<file path="src/rtl/awg_serial_loader_pkg.sv">
// Shared definitions for the AWG serial loader: FSM state encodings and a
// counter-width helper that never returns zero.
package awg_serial_loader_pkg;

  typedef logic [1:0] state_t;

  localparam state_t S_IDLE  = 2'd0;
  localparam state_t S_SHIFT = 2'd1;
  localparam state_t S_LOAD  = 2'd2;

  // Width needed to count 0..n-1; at least 1 bit so n=1 still yields a legal vector.
  function automatic int cnt_w(input int n);
    return (n > 1) ? $clog2(n) : 1;
  endfunction

endpackage

</file>
<file path="src/rtl/awg_serial_loader_tick.sv">
// Half-period divider for the serial clock. Counts while enabled, flips phase
// every HALF_PERIOD cycles, and returns to phase 0 / count 0 whenever disabled.
module awg_ser_tick
  import awg_serial_loader_pkg::*;
#(
  parameter int HALF_PERIOD = 2
) (
  input  logic clk,
  input  logic rst_n,
  input  logic en,
  output logic half_tick,
  output logic phase,
  output logic phase_nxt
);

  localparam int CW = cnt_w(HALF_PERIOD);

  logic [CW-1:0] cnt_q, cnt_d;
  logic          phase_q, phase_d;

  assign half_tick = en && (cnt_q == CW'(HALF_PERIOD - 1));

  always_comb begin
    cnt_d   = '0;
    phase_d = 1'b0;
    if (en) begin
      if (half_tick) begin
        cnt_d   = '0;
        phase_d = ~phase_q;
      end else begin
        cnt_d   = cnt_q + 1'b1;
        phase_d = phase_q;
      end
    end
  end

  always_ff @(posedge clk) begin
    if (!rst_n) begin
      cnt_q   <= '0;
      phase_q <= 1'b0;
    end else begin
      cnt_q   <= cnt_d;
      phase_q <= phase_d;
    end
  end

  assign phase     = phase_q;
  // Next-cycle phase lets the top register ser_clk without a cycle of lag.
  assign phase_nxt = phase_d;

endmodule

</file>
<file path="src/rtl/awg_serial_loader.sv">
// Serial transmitter for the AWG sequencer index: rotated-order shift-out with
// generated ser_clk, then a ser_load strobe. Define AWG_SER_QUEUE_EN for a
// one-entry holding register that chains frames back to back.
module awg_serial_loader
  import awg_serial_loader_pkg::*;
#(
  parameter int DATA_W      = 16,
  parameter int START_IDX   = 1,
  parameter int HALF_PERIOD = 2
) (
  input  logic              clk,
  input  logic              rst_n,
  input  logic              start,
  input  logic [DATA_W-1:0] data,
  output logic              ready,
  output logic              busy,
  output logic              done,
  output logic              ser_clk,
  output logic              ser_data,
  output logic              ser_load
);

  localparam int BW = cnt_w(DATA_W);
  localparam int IW = BW + 1;

  state_t            state_q, state_d;
  logic [BW-1:0]     bit_q, bit_d;
  logic [DATA_W-1:0] word_q, word_d;
  logic              ready_q, ready_d;
  logic              busy_q, busy_d;
  logic              done_q, done_d;
  logic              sclk_q, sclk_d;
  logic              sdat_q, sdat_d;
  logic              sload_q, sload_d;
  logic [IW-1:0]     idx;

  logic tick_en, half_tick, phase, phase_nxt;
  logic accept, bit_end, load_end, last_bit;

`ifdef AWG_SER_QUEUE_EN
  logic [DATA_W-1:0] hold_q, hold_d;
  logic              held_q, held_d;
`endif

  assign tick_en  = (state_q != S_IDLE);
  assign accept   = start && ready_q;
  assign bit_end  = (state_q == S_SHIFT) && half_tick && phase;
  assign load_end = (state_q == S_LOAD) && half_tick && phase;
  assign last_bit = (bit_q == BW'(DATA_W - 1));

  awg_ser_tick #(.HALF_PERIOD(HALF_PERIOD)) u_tick (
    .clk       (clk),
    .rst_n     (rst_n),
    .en        (tick_en),
    .half_tick (half_tick),
    .phase     (phase),
    .phase_nxt (phase_nxt)
  );

  always_comb begin
    state_d = state_q;
    bit_d   = bit_q;
    word_d  = word_q;
    done_d  = 1'b0;
`ifdef AWG_SER_QUEUE_EN
    hold_d  = hold_q;
    held_d  = held_q;
`endif
    case (state_q)
      S_IDLE: begin
        if (accept) begin
          state_d = S_SHIFT;
          bit_d   = '0;
          word_d  = data;
        end
      end
      S_SHIFT: begin
        if (bit_end) begin
          if (last_bit) state_d = S_LOAD;
          else          bit_d   = bit_q + 1'b1;
        end
      end
      S_LOAD: begin
        if (load_end) begin
          done_d  = 1'b1;
          bit_d   = '0;
          state_d = S_IDLE;
`ifdef AWG_SER_QUEUE_EN
          // A held word, or one arriving right now, skips the idle cycle.
          if (held_q) begin
            state_d = S_SHIFT;
            word_d  = hold_q;
            held_d  = 1'b0;
          end else if (accept) begin
            state_d = S_SHIFT;
            word_d  = data;
          end
`endif
        end
      end
      default: state_d = S_IDLE;
    endcase
`ifdef AWG_SER_QUEUE_EN
    if (accept && (state_q != S_IDLE) && !load_end) begin
      hold_d = data;
      held_d = 1'b1;
    end
`endif

    // Rotated bit order: wrap START_IDX+k back into 0..DATA_W-1.
    idx = IW'(bit_d) + IW'(START_IDX);
    if (idx >= IW'(DATA_W)) idx = idx - IW'(DATA_W);

    sdat_d  = (state_d == S_SHIFT) && word_d[idx[BW-1:0]];
    sclk_d  = (state_d == S_SHIFT) && phase_nxt;
    sload_d = (state_d == S_LOAD);
    busy_d  = (state_d != S_IDLE);
`ifdef AWG_SER_QUEUE_EN
    ready_d = !held_d;
`else
    ready_d = (state_d == S_IDLE);
`endif
  end

  always_ff @(posedge clk) begin
    if (!rst_n) begin
      state_q <= S_IDLE;
      bit_q   <= '0;
      word_q  <= '0;
      ready_q <= 1'b1;
      busy_q  <= 1'b0;
      done_q  <= 1'b0;
      sclk_q  <= 1'b0;
      sdat_q  <= 1'b0;
      sload_q <= 1'b0;
    end else begin
      state_q <= state_d;
      bit_q   <= bit_d;
      word_q  <= word_d;
      ready_q <= ready_d;
      busy_q  <= busy_d;
      done_q  <= done_d;
      sclk_q  <= sclk_d;
      sdat_q  <= sdat_d;
      sload_q <= sload_d;
    end
  end

`ifdef AWG_SER_QUEUE_EN
  always_ff @(posedge clk) begin
    if (!rst_n) begin
      hold_q <= '0;
      held_q <= 1'b0;
    end else begin
      hold_q <= hold_d;
      held_q <= held_d;
    end
  end
`endif

  assign ready    = ready_q;
  assign busy     = busy_q;
  assign done     = done_q;
  assign ser_clk  = sclk_q;
  assign ser_data = sdat_q;
  assign ser_load = sload_q;

endmodule

</file>
<file path="config.mk">
export PLATFORM = sky130hd
export DESIGN_NAME = awg_serial_loader
export DESIGN_NICKNAME = d
export VERILOG_FILES = /design/src/rtl/awg_serial_loader_pkg.sv /design/src/rtl/awg_serial_loader_tick.sv /design/src/rtl/awg_serial_loader.sv
export SDC_FILE = /design/constraint.sdc
export NUM_CORES = 1
export LEC_CHECK = 0
export CAP_MARGIN = 40
export CORE_ASPECT_RATIO = 1.75
export CORE_MARGIN = 1
export CORE_UTILIZATION = 39
export CTS_BUF_LIST = sky130_fd_sc_hd__clkbuf_2 sky130_fd_sc_hd__clkbuf_4 sky130_fd_sc_hd__clkbuf_8
export CTS_CLUSTER_SIZE = 14
export DETAILED_ROUTE_END_ITERATION = 8
export PLACE_DENSITY_LB_ADDON = 0.1
export SETUP_SLACK_MARGIN = 0.1
export SLEW_MARGIN = 20
export SYNTH_ARGS = -nofsm -noshare
export SYNTH_HDL_FRONTEND = slang
export SYNTH_SLANG_ARGS = --single-unit
</file>
<file path="constraint.sdc">
create_clock -name clk -period 4.8 [get_ports clk]
set_input_delay 0.48 -clock clk [delete_from_list [all_inputs] [get_ports clk]]
set_output_delay 0.48 -clock clk [all_outputs]
set_load 0.005 [all_outputs]
</file>
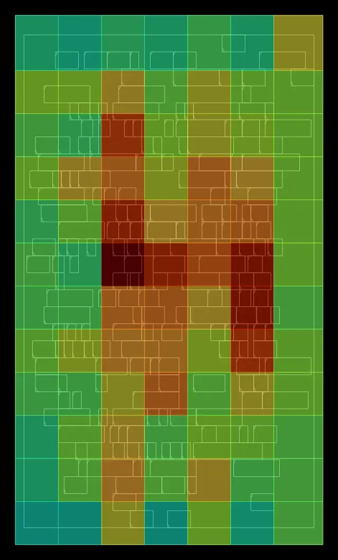
(run_1/final_congestion.png)
routed wire length per instance: 14.6 um
GRT met2 Usage: 34.5%

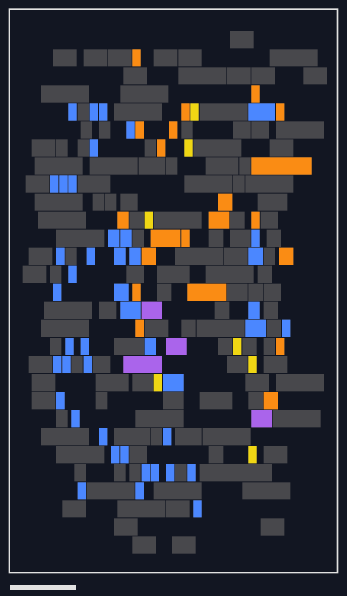
(run_1/gate_families.png)
The bar under the picture is 10 um long.
family	colour	cells	most used
inverters	yellow	7	inv_1
NAND gates	blue	44	nand2_1
XOR/XNOR gates	purple	4	xor2_1
NOR gates	orange	21	nor2_1

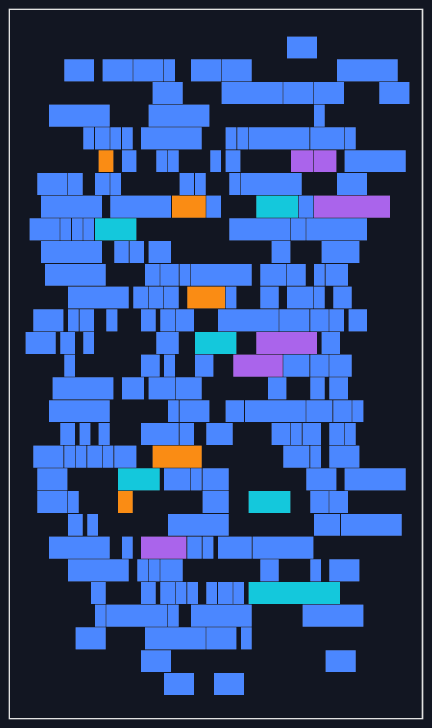
(run_1/drive_strength.png)
size	colour	cells	share
drive 6 and up	cyan	6	3.0%
drive 3 to 4	purple	6	3.0%
drive 1 or less	blue	185	92%
drive 2	orange	5	2.5%

[run 1: routing by layer]
metal  up-vias  global-route usage (%)  wire length, um
li1        678                       -                -
met1       652                    20.0             1410
met2        45                    34.5             1960
met3        10                    5.25              149
met4         0                    11.5               98
met5         -                       0                0
[run 1: cell usage after synthesis (all sizes together), types with 2 or more instances]
library cell / n
nand2: 32
dfxtp: 30
a21oi: 16
nor2: 12
o21ai: 8
buf: 7
inv: 7
and3: 6
nand3: 6
clkbuf: 4
o211ai: 4
a31oi: 3
and2: 3
mux2: 3
nand4b: 3
nor2b: 3
a21boi: 2
ha: 2
nand4: 2
nor3: 2
nor4: 2
o311ai: 2
or3: 2
xnor2: 2
xor2: 2
[run 1: stage by stage]
stage,std cells,power (W),hold WS [ns]
after floorplan,179,0.000320,0.432
after global placement,240,0.000349,0.446
after detailed placement,240,0.000351,0.447
after CTS,248,0.000599,0.457
after global routing,248,0.000622,0.486
final,248,0.000594,0.454
[run 1: critical path, stage by stage]
cell and delay, ns:
clkdlybuf4s50_1 0.50, nand4bb_1 0.11, buf_4 0.22, a32o_1 0.27, a22o_1 0.37, ha_1 0.28
xnor2_2 0.34, nand4b_1 0.16, o311ai_0 0.15, a221o_1 0.40, nor4_2 0.25
[run 1: final cells by class]
| class | count | area (sq um) |
|---|---|---|
| timing repair buffer | 26 | 255 |
| fill | 360 | 1790 |
| sequential | 30 | 601 |
| inverter | 7 | 26.3 |
| clock buffer | 5 | 68.8 |
| multi-input combinational | 131 | 823 |
| tap | 46 | 57.6 |
| clock inverter | 3 | 40.0 |
[run 1: flip-flops by register name, summed over array words and instances, names as in the netlist]
register,count
word_q,16
bit_q,4
state_q,2
busy,1
done,1
ready,1
ser_clk,1
ser_data,1
ser_load,1
u_tick.cnt_q,1
u_tick.phase,1
==> run summary, run 1 <==
Notes from the flow run.

Run status:
- The flow ran to the end, and the final reports show no timing, DRC or antenna violations.

Floorplan:
- For reference, the placement row count at floorplan is 29.
- The run puts the starting density of the core at 41.6%.
- The run puts the horizontal die size at 49.3 um.
- The vertical die dimension reported for this design is 84.7 um.
- The run puts the chip footprint at 4180 sq um.

Power and ir drop:
- In this run the static leakage power is 0.710 nW.
- Sequential cells burn 45.8% of the power.
- The run gives the power dissipated in the clock network as 0.000249 W.
- The run puts the combinational gate power at 0.0000726 W.
- The run puts the clock network fraction of total power at 42.0%.
- The run gives the combinational share of power as 12.2%.
- The analysis reports a worst IR drop on VDD of 0.286 mV.
- The run puts the internal power contribution at 0.000452 W.
- The dominant power group in this design is registers.

Synthesis:
- The run puts the post-synth tally of flip-flops with integrated enable at 0.
- In the post-synthesis netlist, the biggest area contributors are dfxtp_1, nand2_1, a21oi_1, buf_6, nor2_1.
- Counting every net in the synthesized netlist gives 200.
- The run puts the async set-reset flop share out of synthesis at 0%.
- In the synthesized netlist, the number of instances is 179.
- Summing the areas of all xor and xnor instances in the mapped netlist gives 2.79% of the synthesized area.
- The share of synthesized area in the top cell type comes to 39.4%.
- The run puts the share of cell area taken by muxes after synthesis at 3.12%.
- After synthesis the cells add up to 1530 sq um.
- The run gives the most area-hungry cell type in the Yosys netlist as dfxtp_1.

Clocking:
- The run gives the clock tree from TritonCTS as done.
- Clock tree synthesis inserted a total of 5 buffers.
- The run gives the buffers inserted during post-CTS setup optimization as 0.
- The H-tree generated during clock tree synthesis spans 2 levels.

Global route:
- The run gives the wire length of the first global-routing pass as 6100 um.
- The run gives the number of antenna violations at the first check in global routing as 0.
- The run gives the number of global-route vias before repair as 1350.

Drt:
- Per the detail_route report, DRC violations left total 0.
- Nets still carrying antenna violations after routing amount to 0.
- The run gives the number of detailed-route iterations in the first pass as 4.
- The routed layout has 1385 vias.

Critical path:
- The run gives the setup slack of the worst register-to-register path as 1.58 ns.
- The run puts the largest fanout of any net on the critical path at 20.
- The run puts the worst reg-to-reg path cell count at 10.
- The run gives the launching point of the worst reg2reg path as state_q[1].
- The run gives the worst flop-to-flop path endpoint as ser_data.

Finish:
- Leaving out fill and tap cells, the most frequent cells in the layout are nand2_1, dfxtp_1, clkdlybuf4s50_1.
- The most common logic cell in the final layout is nand2_1.
- The run puts the number of inserted diodes at 0.
- The net count of the finished layout is 222.
- The run puts the end-of-flow core utilization at 51.1%.

Final timing:
- The run gives the total negative setup slack as 0 ns.
- The run puts the final period utilization at 69.4%.
- The run gives the number of setup violations in the final report as 0.
- The run puts the worst setup margin at 1.47 ns.
- The run gives the maximum operating frequency as 0.300 GHz.
- In this run the tightest slew margin relative to its limit is 54.1%.

Worst hold path:
- For the worst min-delay path, the startpoint reported by OpenROAD is word_q[0].

Place:
- The run puts the final estimated routing congestion in global placement at 0.873.
- The run gives the number of input and output port buffers inserted as 24.
==> run_1/met3.png <==
Cells faint in the background.
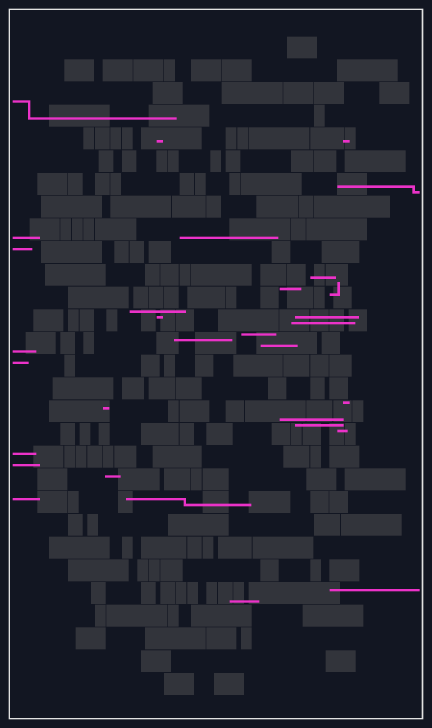

==> run 2, diff against run 1 <==
==> constraint.sdc (replaced) <==
create_clock -name clk -period 2.69 [get_ports clk]
set_input_delay 0.269 -clock clk [delete_from_list [all_inputs] [get_ports clk]]
set_output_delay 0.269 -clock clk [all_outputs]
set_load 0.005 [all_outputs]
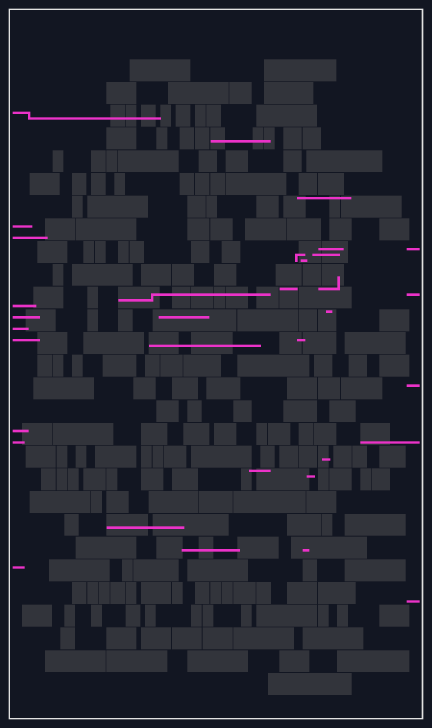
(run_2/met3.png)
Cells faint in the background.
wire length on this layer	134 um
nets with wire on the layer	26
main direction	horizontal
longest straight run	15.6 um

==> run summary, run 2 <==
Notes from the flow run.

Clocking:
- The run gives the number of levels the H-tree was split into as 2.
- The run gives the buffers inserted during post-CTS setup optimization as 1.

Place:
- The run gives the number of input and output port buffers inserted as 24.
- The run puts the final estimated routing congestion in global placement at 0.843.

Power and ir drop:
- In this run the static leakage power is 0.828 nW.
- Total power for the finished layout comes to 0.00101 W.

Floorplan:
- The initialized floorplan defines 29 standard-cell rows.
- The run gives the horizontal die size as 49.3 um.

Drt:
- The detailed router used layers up to and including met4.
- After detailed routing, the wire length on met1 is 1410 um.
- The run puts the wire length per cell after detailed routing at 14.9 um.
- The run gives the post-route antenna net violation count as 0.
- The run gives the routed length on met3 as 134 um.
- The detailed router placed 1475 vias in this run.

Worst hold path:
- In this run the most critical hold path is launched from word_q[12].

Critical path:
- The run puts the largest incremental delay on the critical path at 0.38 ns.
- The run puts the combined buffer and inverter count along the critical path at 2.
- The run gives the worst reg-to-reg path cell count as 11.
- The most numerous cell type found on the critical path is nand4b_1.
- The timing report attributes the biggest portion of critical-path delay to simple AND/OR/NAND/NOR gates.
- The run gives the setup slack of the worst register-to-register path as 0.16 ns.
- The run puts the largest fanout of any net on the critical path at 8.

Synthesis:
- Yosys reports that the most numerous cell types are nand2_1, dfxtp_1, a21oi_1.
- The run puts the post-synth tally of flip-flops with integrated enable at 0.
- The run puts the instance count of the mapped netlist at 179.
- The synthesized design spends more area on one cell type than any other, namely dfxtp_1.
- Summed over its instances, the top area cell type makes up 39.4% of the synthesized netlist area.
- The synthesis report lists the most area-consuming cells as dfxtp_1, nand2_1, a21oi_1, buf_6, nor2_1.

Final timing:
- The run puts the maximum operating frequency at 0.395 GHz.
- The run gives the worst-case headroom to the max-slew limit as 77.1%.

Finish:
- The register with the most flip-flops in the layout has 16 of them.
- The registers reported with the highest flop counts are word_q x16, bit_q x4, state_q x2.
- The run puts the post-layout instance count excluding filler cells at 269.
- The run puts the number of nets in the final layout at 243.
- The run gives the filler cell count in the final layout as 348.
- In the layout the commonest cells are nand2_1, dfxtp_1, clkdlybuf4s50_1.
- For this run, the script counts the antenna cells in the layout as 0.
- The largest register by flop count is word_q.

Global route:
- The global routing report lists met3 layer usage as 4.71%.
- On met2, the global router reports a usage of 42.3%.
- The run puts the met1 track utilization from global routing at 17.1%.

Run status:
- The run finished with clean final reports.
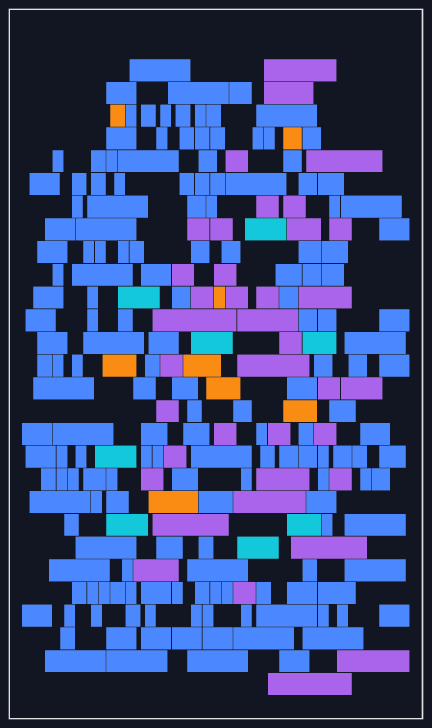
(run_2/drive_strength.png)
size	colour	cells	share
drive 6 and up	cyan	8	3.6%
drive 3 to 4	purple	38	17%
drive 2	orange	8	3.6%
drive 1 or less	blue	169	76%

run 2: stage by stage:
stage / hold WS (ns) / worst slack (ns) / instance area (sq um) / util (%) / setup TNS [ns]
floorplan: 0.391 / 0.144 / 1540 / - / 0
detailed placement: 0.443 / -0.241 / 1900 / 51.9 / -0.241
global route: 0.468 / 0.0870 / 2140 / 58.5 / 0
global placement: 0.441 / -0.124 / 1900 / 51.9 / -0.124
CTS: 0.452 / 0.103 / 2040 / 55.6 / 0
finish: 0.452 / 0.156 / 2140 / 58.5 / 0
run 2: power breakdown:
group          total [W]  internal (W)  switching, W
registers       0.000483      0.000467     0.0000162
logic           0.000144     0.0000743     0.0000692
clock network   0.000380      0.000205      0.000175
run 2: worst max path at each step:
stage               start  endpoint  slack [ns]  depth (start not counted)
3_3_place_gp        start  ser_data       -0.12                         10
5_1_grt          bit_q[0]  ser_data        0.09                         11
6_report       state_q[0]  ser_data        0.16                         11
3_5_place_dp        start  ser_data       -0.24                         10
2_1_floorplan  state_q[0]  ser_data        0.14                         12
4_1_cts        state_q[0]  ser_data        0.10                         11
run 2: logic make-up after synthesis:
group	after synthesis	share of synthesized area, %
AND/OR/NAND/NOR	78	27.9
buffers and inverters	18	6.64
adder cells (fa/ha/maj)	2	1.64
multiplexers	4	3.12
AND-OR/OR-AND	43	18.5
XOR/XNOR	4	2.79
flip-flops	30	39.4
run 2: final cells by class:
type / instances / area [sq um] / share of cell area (%)
Multi-Input combinational cell: 131 / 925 / 43.2
Sequential cell: 30 / 616 / 28.7
Timing Repair Buffer: 47 / 423 / 19.7
Clock buffer: 6 / 82.6 / 3.86
Tap cell: 46 / 57.6 / 2.69
Inverter: 7 / 26.3 / 1.23
Clock inverter: 2 / 12.5 / 0.584
Power is estimated from default activity; no workload was simulated.
